[src/rtl/mem_stage_lsu.sv]
// mem_stage_lsu -- MEM-stage load/store unit of the 5-stage RV32I pipeline.
//
// Sits behind the EX/MEM register. Each load or store runs one data-bus
// transaction through a req/gnt/rvalid handshake. The rest of the pipeline is
// stalled until that transaction completes. Store data is replicated across the
// byte lanes with matching byte enables. Load data is shifted down and sign- or
// zero-extended. The unit also selects the write-back value (DMEM, ALU or PC+4).
//
// Ports
//   clk, reset            rising-edge clock, synchronous active-high reset
//   mem_valid             EX/MEM holds a real instruction (0 = bubble)
//   mem_alu               effective address / ALU result
//   mem_pc, mem_rs2       instruction PC, store data
//   mem_MemRW             1 = store
//   mem_regWEn            register write enable from decode
//   mem_WBSel             00 DMEM, 01 ALU, 10 PC+4, 11 ALU
//   mem_ctrl_datain       store size: 00 byte, 01 half, 1x word
//   mem_ctrl_dataOutAddj  load type: 000 LB, 001 LH, 010 LW, 100 LBU, 101 LHU, else LW
//   dbus_*                data bus (req/we/addr/be/wdata out, gnt/rvalid/rdata in)
//   mem_stall             holds PC, IF/ID, ID/EX and EX/MEM while a transaction is open
//   wb_data, wb_regWEn    write-back value and its enable for MEM/WB
//   misalign_err          combinational misaligned-access flag
//   bus_err               one-cycle pulse in DONE when the access timed out
module mem_stage_lsu #(
  parameter int BUS_TIMEOUT = 255
) (
  input  logic        clk,
  input  logic        reset,
  input  logic        mem_valid,
  input  logic [31:0] mem_alu,
  input  logic [31:0] mem_pc,
  input  logic [31:0] mem_rs2,
  input  logic        mem_MemRW,
  input  logic        mem_regWEn,
  input  logic [1:0]  mem_WBSel,
  input  logic [1:0]  mem_ctrl_datain,
  input  logic [2:0]  mem_ctrl_dataOutAddj,
  output logic        dbus_req,
  output logic        dbus_we,
  output logic [31:0] dbus_addr,
  output logic [3:0]  dbus_be,
  output logic [31:0] dbus_wdata,
  input  logic        dbus_gnt,
  input  logic        dbus_rvalid,
  input  logic [31:0] dbus_rdata,
  output logic        mem_stall,
  output logic [31:0] wb_data,
  output logic        wb_regWEn,
  output logic        misalign_err,
  output logic        bus_err
);

  localparam int CNT_W = $clog2(BUS_TIMEOUT + 1);

  typedef enum logic [1:0] {
    S_IDLE = 2'd0,
    S_REQ  = 2'd1,
    S_WAIT = 2'd2,
    S_DONE = 2'd3
  } state_t;

  state_t            state;
  logic [CNT_W-1:0]  tmo_cnt;
  logic [31:0]       ld_buf;
  logic [2:0]        ld_type_p0;
  logic [1:0]        ld_off_p0;

  logic acc;
  logic is_half;
  logic is_word;
  logic misaligned;
  logic tmo_hit;
  logic start;

  // Byte enables for a store of the given size at the given byte offset.
  function automatic logic [3:0] store_be(input logic [1:0] size, input logic [1:0] off);
    case (size)
      2'b00:   store_be = 4'b0001 << off;
      2'b01:   store_be = 4'b0011 << {off[1], 1'b0};
      default: store_be = 4'b1111;
    endcase
  endfunction

  // Store data replicated so every enabled lane carries the right bytes.
  function automatic logic [31:0] store_wdata(input logic [1:0] size, input logic [31:0] rs2);
    case (size)
      2'b00:   store_wdata = {4{rs2[7:0]}};
      2'b01:   store_wdata = {2{rs2[15:0]}};
      default: store_wdata = rs2;
    endcase
  endfunction

  // Shift the addressed lane down to bit 0 and extend it to 32 bits.
  function automatic logic [31:0] load_align(input logic [2:0] typ, input logic [1:0] off,
                                             input logic [31:0] rdata);
    logic        [31:0] sh;
    logic signed [7:0]  sb;
    logic signed [15:0] sh16;
    sh   = rdata >> {off, 3'b000};
    sb   = sh[7:0];
    sh16 = sh[15:0];
    case (typ)
      3'b000:  load_align = 32'(sb);
      3'b001:  load_align = 32'(sh16);
      3'b100:  load_align = {24'd0, sh[7:0]};
      3'b101:  load_align = {16'd0, sh[15:0]};
      default: load_align = rdata;
    endcase
  endfunction

  // Access size decode: stores use the store-size field, loads the load-type field.
  always_comb begin
    is_half = 1'b0;
    is_word = 1'b0;
    if (mem_MemRW) begin
      is_half = (mem_ctrl_datain == 2'b01);
      is_word = mem_ctrl_datain[1];
    end else begin
      case (mem_ctrl_dataOutAddj)
        3'b000, 3'b100: ;
        3'b001, 3'b101: is_half = 1'b1;
        default:        is_word = 1'b1;
      endcase
    end
  end

  assign acc          = mem_valid & (mem_MemRW | (mem_WBSel == 2'b00));
  assign misaligned   = (is_half & mem_alu[0]) | (is_word & (mem_alu[1:0] != 2'b00));
  assign misalign_err = acc & misaligned;
  assign start        = (state == S_IDLE) & acc & ~misaligned;

  // The counter sits at BUS_TIMEOUT-1 during the last permitted REQ/WAIT cycle.
  assign tmo_hit      = (tmo_cnt == CNT_W'(BUS_TIMEOUT - 1));

  assign mem_stall    = start | (state == S_REQ) | (state == S_WAIT);
  assign wb_regWEn    = mem_regWEn & mem_valid & ~mem_stall & ~misalign_err & ~bus_err;

  always_comb begin
    case (mem_WBSel)
      2'b00:   wb_data = ld_buf;
      2'b10:   wb_data = mem_pc + 32'd4;
      default: wb_data = mem_alu;
    endcase
  end

  // Issue stage: load shape captured alongside the bus request
  always_ff @(posedge clk) begin
    if (start) begin
      ld_type_p0 <= mem_ctrl_dataOutAddj;
      ld_off_p0  <= mem_alu[1:0];
    end
  end

  // Transaction FSM: bus outputs registered at issue, held until gnt
  always_ff @(posedge clk) begin
    if (reset) begin
      state      <= S_IDLE;
      dbus_req   <= 1'b0;
      dbus_we    <= 1'b0;
      dbus_addr  <= '0;
      dbus_be    <= '0;
      dbus_wdata <= '0;
      ld_buf     <= '0;
      tmo_cnt    <= '0;
      bus_err    <= 1'b0;
    end else begin
      case (state)
        S_IDLE: begin
          bus_err <= 1'b0;
          if (start) begin
            state      <= S_REQ;
            dbus_req   <= 1'b1;
            dbus_we    <= mem_MemRW;
            dbus_addr  <= {mem_alu[31:2], 2'b00};
            dbus_be    <= mem_MemRW ? store_be(mem_ctrl_datain, mem_alu[1:0]) : 4'b1111;
            dbus_wdata <= mem_MemRW ? store_wdata(mem_ctrl_datain, mem_rs2) : 32'd0;
            tmo_cnt    <= '0;
          end
        end
        S_REQ: begin
          if (dbus_gnt && dbus_we) begin
            dbus_req <= 1'b0;
            state    <= S_DONE;
          end else if (tmo_hit) begin
            dbus_req <= 1'b0;
            bus_err  <= 1'b1;
            state    <= S_DONE;
          end else if (dbus_gnt) begin
            dbus_req <= 1'b0;
            tmo_cnt  <= tmo_cnt + 1'b1;
            state    <= S_WAIT;
          end else begin
            tmo_cnt  <= tmo_cnt + 1'b1;
          end
        end
        S_WAIT: begin
          if (dbus_rvalid) begin
            ld_buf <= load_align(ld_type_p0, ld_off_p0, dbus_rdata);
            state  <= S_DONE;
          end else if (tmo_hit) begin
            bus_err <= 1'b1;
            state   <= S_DONE;
          end else begin
            tmo_cnt <= tmo_cnt + 1'b1;
          end
        end
        S_DONE: begin
          bus_err <= 1'b0;
          state   <= S_IDLE;
        end
        default: state <= S_IDLE;
      endcase
    end
  end

endmodule

[config.mk]
export PLATFORM = sky130hd
export DESIGN_NAME = mem_stage_lsu
export DESIGN_NICKNAME = d
export VERILOG_FILES = /design/src/rtl/mem_stage_lsu.sv
export SDC_FILE = /design/constraint.sdc
export NUM_CORES = 1
export LEC_CHECK = 0
export ABC_AREA = 1
export CAP_MARGIN = 15
export CORE_UTILIZATION = 30
export CTS_CLUSTER_SIZE = 8
export DETAILED_ROUTE_END_ITERATION = 16
export GPL_TIMING_DRIVEN = 0
export PLACE_DENSITY = 0.63
export SYNTH_ARGS = -nofsm -noshare
export SYNTH_HDL_FRONTEND = slang
export SYNTH_SLANG_ARGS = --single-unit
[constraint.sdc]
create_clock -name clk -period 2.8 [get_ports clk]
set_clock_uncertainty 0.2 [all_clocks]
set_input_delay 0.42 -clock clk [delete_from_list [all_inputs] [get_ports clk]]
set_output_delay 0.42 -clock clk [all_outputs]
set_load 0.01 [all_outputs]
Figure 1. Signal wires on met1 (run 1).
Supply wires on this layer in gray.
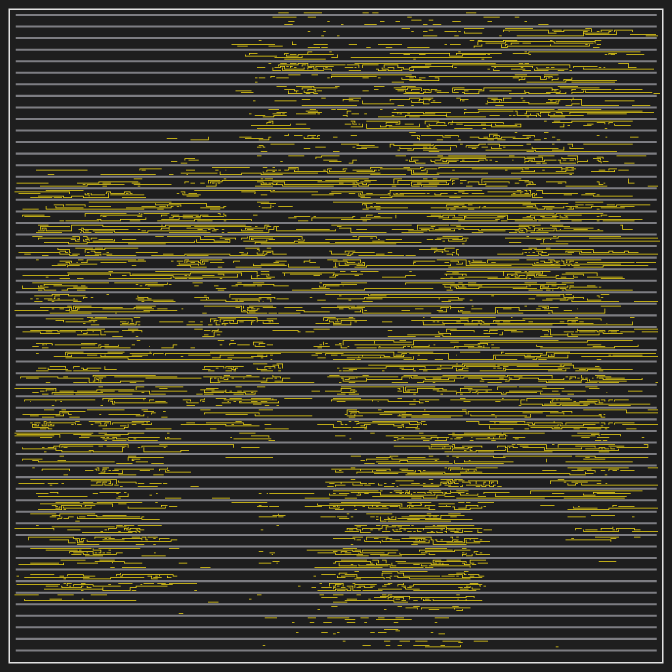
wire length on this layer: 11900 microns
longest straight run: 46.5 microns
nets with wire on the layer: 1351

Figure 2. Track usage over the die (run 1).
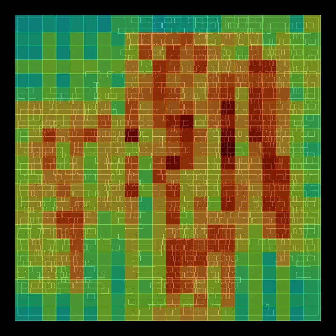
grt met2 use: 43.2%
GR Util met3: 7.27%
post-layout util: 46.3%
met1 Track Usage GR: 28.5%
Tot GR Track Use: 24.8%

==> flow_metrics.py, run 1 <==
# Auto-generated metrics
metrics = {
    "synth": {
        "numSynthFlops": 116,
        "synth_cells": 1083,
        "edf_count": 5,
        "ys_sh_mux_pct": 0,
        "yosysWarnings": 0,
        "top_cell_area_share_pct": 32.3,
        "yosysChipArea_sq_um": 6890,
    },
    "layout": {
        "layout.comb_gates.multi_input": 820,
        "drive_gt1_share_pct": 12.0,
        "nClkBuffers": 17,
        "nFillCells": 2345,
        "clk_share_pct": 5.26,
        "dominant_cells": "combinational gates",
        "n_antenna_cell": 1,
        "mi_logic_area_sq_um": 4090,
        "reg_top3": "dbus_wdata (32), ld_buf (32), dbus_addr (30)",
        "synthToLayoutAreaGrowth_pct": 51.9,
        "fin_cells": 1652,
    },
    "power_and_ir_drop": {
        "design_power_total_mw": 5.63,
        "cellLeakagePower_nw": 4.40,
        "p_clk_mw": 2.06,
        "pwr-share-seq_pct": 34.5,
        "comb-power_mw": 1.62,
    },
    "clock_tree": {
        "cts_setup_buffers": 8,
        "cts_tree": "built",
        "clock_path_buffers": 2,
    },
    "timing": {
        "slew-limit-headroom_pct": 60.8,
        "fin_tns_setup_ns": 0,
        "setup_viol": 0,
    },
    "min_path": {
        "min_path_type": "in -> reg",
        "worstHoldStart": "reset",
        "worstHoldEndpoint": "dbus_wdata[20]",
    },
    "die": {
        "num_io_pins": 248,
        "fp_util_pct": 30.5,
        "num_rows": 55,
    },
    "outcome": {
        "status": "finished, final reports clean",
    },
    "detailed_routing": {
        "highest_layer": "met5",
        "drtAntennaViolNets": 0,
    },
    "worst_setup_path": {
        "critPathKind": "in -> out",
        "crit_fanout": 5,
        "crit_arrival_ns": 2.15,
    },
    "job": {
        "cap_viol_max_count": 0,
    },
    "placed_design": {
        "dp.cells": 1611,
        "post-place-ws_ns": -0.757,
    },
}
Figure 3. Placement by cell class (run 1).
Bar = 50 microns. Fill, decap, tap and diode cells in gray.
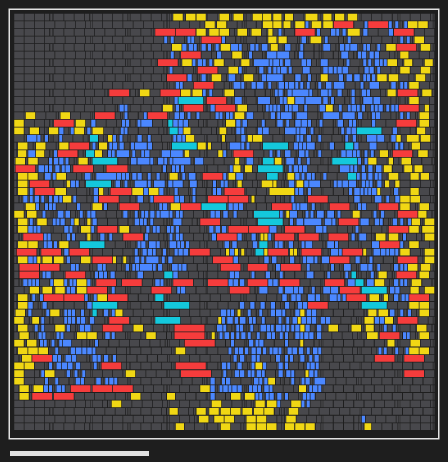
legend:
  cyan:
    class: clock drivers and dummy loads
    cells: 32
    share_of_their_area: 5.4%
  red:
    class: flops
    cells: 116
    share_of_their_area: 24%
  yellow:
    class: other buffers and delay cells
    cells: 306
    share_of_their_area: 27%
  blue:
    class: all other logic
    cells: 912
    share_of_their_area: 44%

Figure 4. The metal 4 layer (run 1).
Bar = 50 microns. Supply wires on this layer in gray. Cells faint in the background.
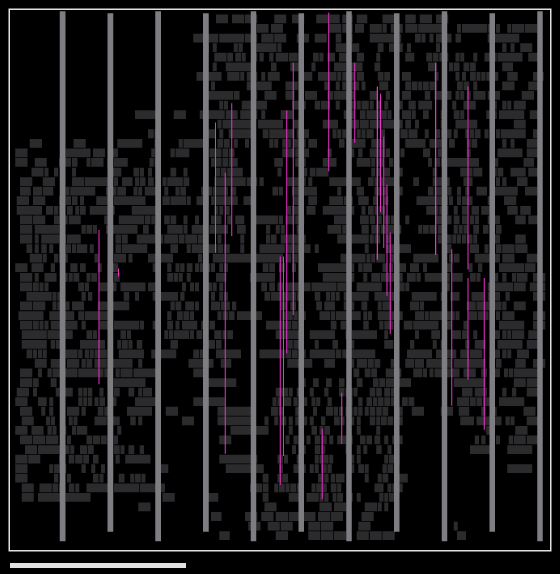
nets with wire on the layer: 22
longest straight run: 79.6 microns
wire length on this layer: 957 microns
share of all routed wire: 3.3%
WL final: 29.3 mm
routed via count: 8306

==> run 2, diff against run 1 <==
--- a/config.mk
+++ b/config.mk
@@ -12,6 +12,7 @@
 export DETAILED_ROUTE_END_ITERATION = 16
 export GPL_TIMING_DRIVEN = 0
 export PLACE_DENSITY = 0.63
+export SLEW_MARGIN = 20
 export SYNTH_ARGS = -nofsm -noshare
 export SYNTH_HDL_FRONTEND = slang
 export SYNTH_SLANG_ARGS = --single-unit
Figure 5. The metal 4 layer (run 2).
Bar = 50 microns. Supply wires on this layer in gray. Cells faint in the background.
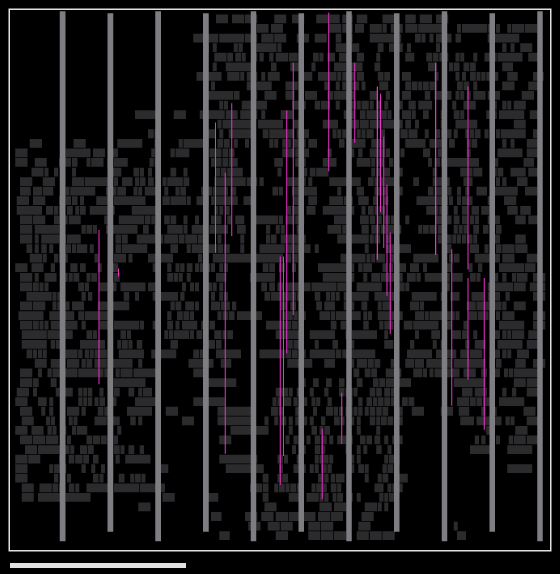
longest straight run: 79.6 microns
main direction: vertical
share of all routed wire: 3.3%
nets with wire on the layer: 22

==> run 2 against run 1 <==
Effect of this change: register-to-register slack about the same; critical endpoint unchanged; routed wire length unchanged; maximum frequency unchanged; sequential share of layout area unchanged; utilization unchanged; flip-flop count unchanged; count of clock-buffer cells in the layout unchanged; sequential power about the same; clock power about the same.
==> flow_metrics.py, run 2 <==
# Auto-generated metrics
metrics = {
    "timing": {
        "setup_viol": 0,
        "slew-limit-headroom_pct": 60.8,
    },
    "detailed_routing": {
        "wirelength_mm": 29.3,
        "highest_layer": "met5",
        "num_vias": 8306,
    },
    "layout": {
        "reg_top3": "dbus_wdata (32), ld_buf (32), dbus_addr (30)",
        "n_antenna_cell": 1,
        "mi_logic_area_sq_um": 4090,
    },
    "power_and_ir_drop": {
        "design_power_total_mw": 5.63,
        "cellLeakagePower_nw": 4.40,
    },
    "synth": {
        "top_cell_area_share_pct": 32.3,
        "synth_cells": 1083,
        "edf_count": 5,
        "ys_sh_mux_pct": 0,
    },
    "job": {
        "cap_viol_max_count": 0,
    },
    "clock_tree": {
        "cts_setup_buffers": 8,
        "clock_path_buffers": 2,
    },
    "global_route": {
        "met3_usage_pct": 7.27,
        "grt_use_met1_pct": 28.5,
    },
    "outcome": {
        "status": "finished, final reports clean",
    },
    "min_path": {
        "worstHoldStart": "reset",
    },
    "placed_design": {
        "dp.cells": 1611,
    },
    "die": {
        "num_rows": 55,
    },
}
Figure 6. Signal wires on met1 (run 2).
Supply wires on this layer in gray.
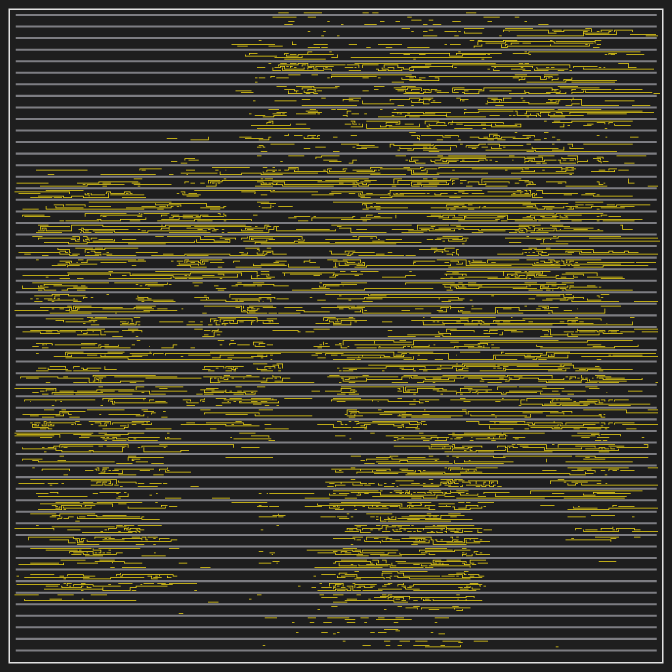

==> run 3, diff against run 2 <==
--- a/config.mk
+++ b/config.mk
@@ -12,6 +12,7 @@
 export DETAILED_ROUTE_END_ITERATION = 16
 export GPL_TIMING_DRIVEN = 0
 export PLACE_DENSITY = 0.63
+export SETUP_SLACK_MARGIN = 0.4
 export SLEW_MARGIN = 20
 export SYNTH_ARGS = -nofsm -noshare
 export SYNTH_HDL_FRONTEND = slang
Figure 7. Signal wires on met1 (run 3).
Supply wires on this layer in gray.
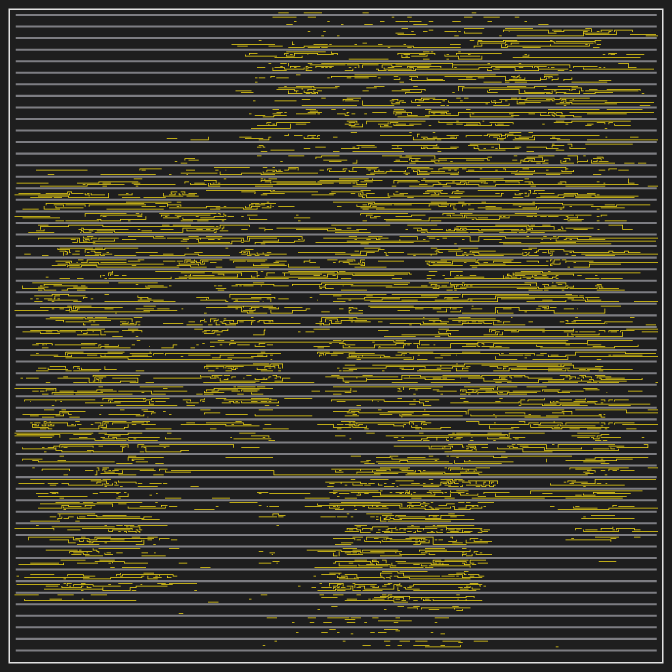
longest straight run: 44.3 microns
share of all routed wire: 40%

==> run 3 against run 2 <==
Effect of this change: worst setup slack improved by 0.34 ns; routed wire length rose by 1.5%; synthesized area unchanged; via count grew 1.9%; power is 1.4% higher; sequential power about the same; global-route usage increased by 0.46 points; synthesized cell count unchanged; largest cell class unchanged; highest routed layer unchanged.
==> flow_metrics.py, run 3 <==
# Auto-generated metrics
metrics = {
    "synth": {
        "edf_count": 5,
        "ys_sh_mux_pct": 0,
        "synth_cells": 1083,
        "top_cell_area_share_pct": 32.3,
    },
    "global_route": {
        "met3_usage_pct": 7.13,
        "grt_use_met1_pct": 29.1,
    },
    "clock_tree": {
        "clock_path_buffers": 2,
        "cts_setup_buffers": 27,
    },
    "timing": {
        "slew-limit-headroom_pct": 60.2,
        "setup_viol": 0,
    },
    "detailed_routing": {
        "wirelength_mm": 29.7,
        "num_vias": 8466,
    },
    "outcome": {
        "status": "finished, final reports clean",
    },
    "job": {
        "cap_viol_max_count": 0,
    },
    "placed_design": {
        "dp.cells": 1611,
    },
    "power_and_ir_drop": {
        "cellLeakagePower_nw": 4.57,
        "design_power_total_mw": 5.71,
    },
    "layout": {
        "reg_top3": "dbus_wdata (32), ld_buf (32), dbus_addr (30)",
        "n_antenna_cell": 2,
    },
    "die": {
        "num_rows": 55,
    },
}
Power is estimated from default activity; no workload was simulated.
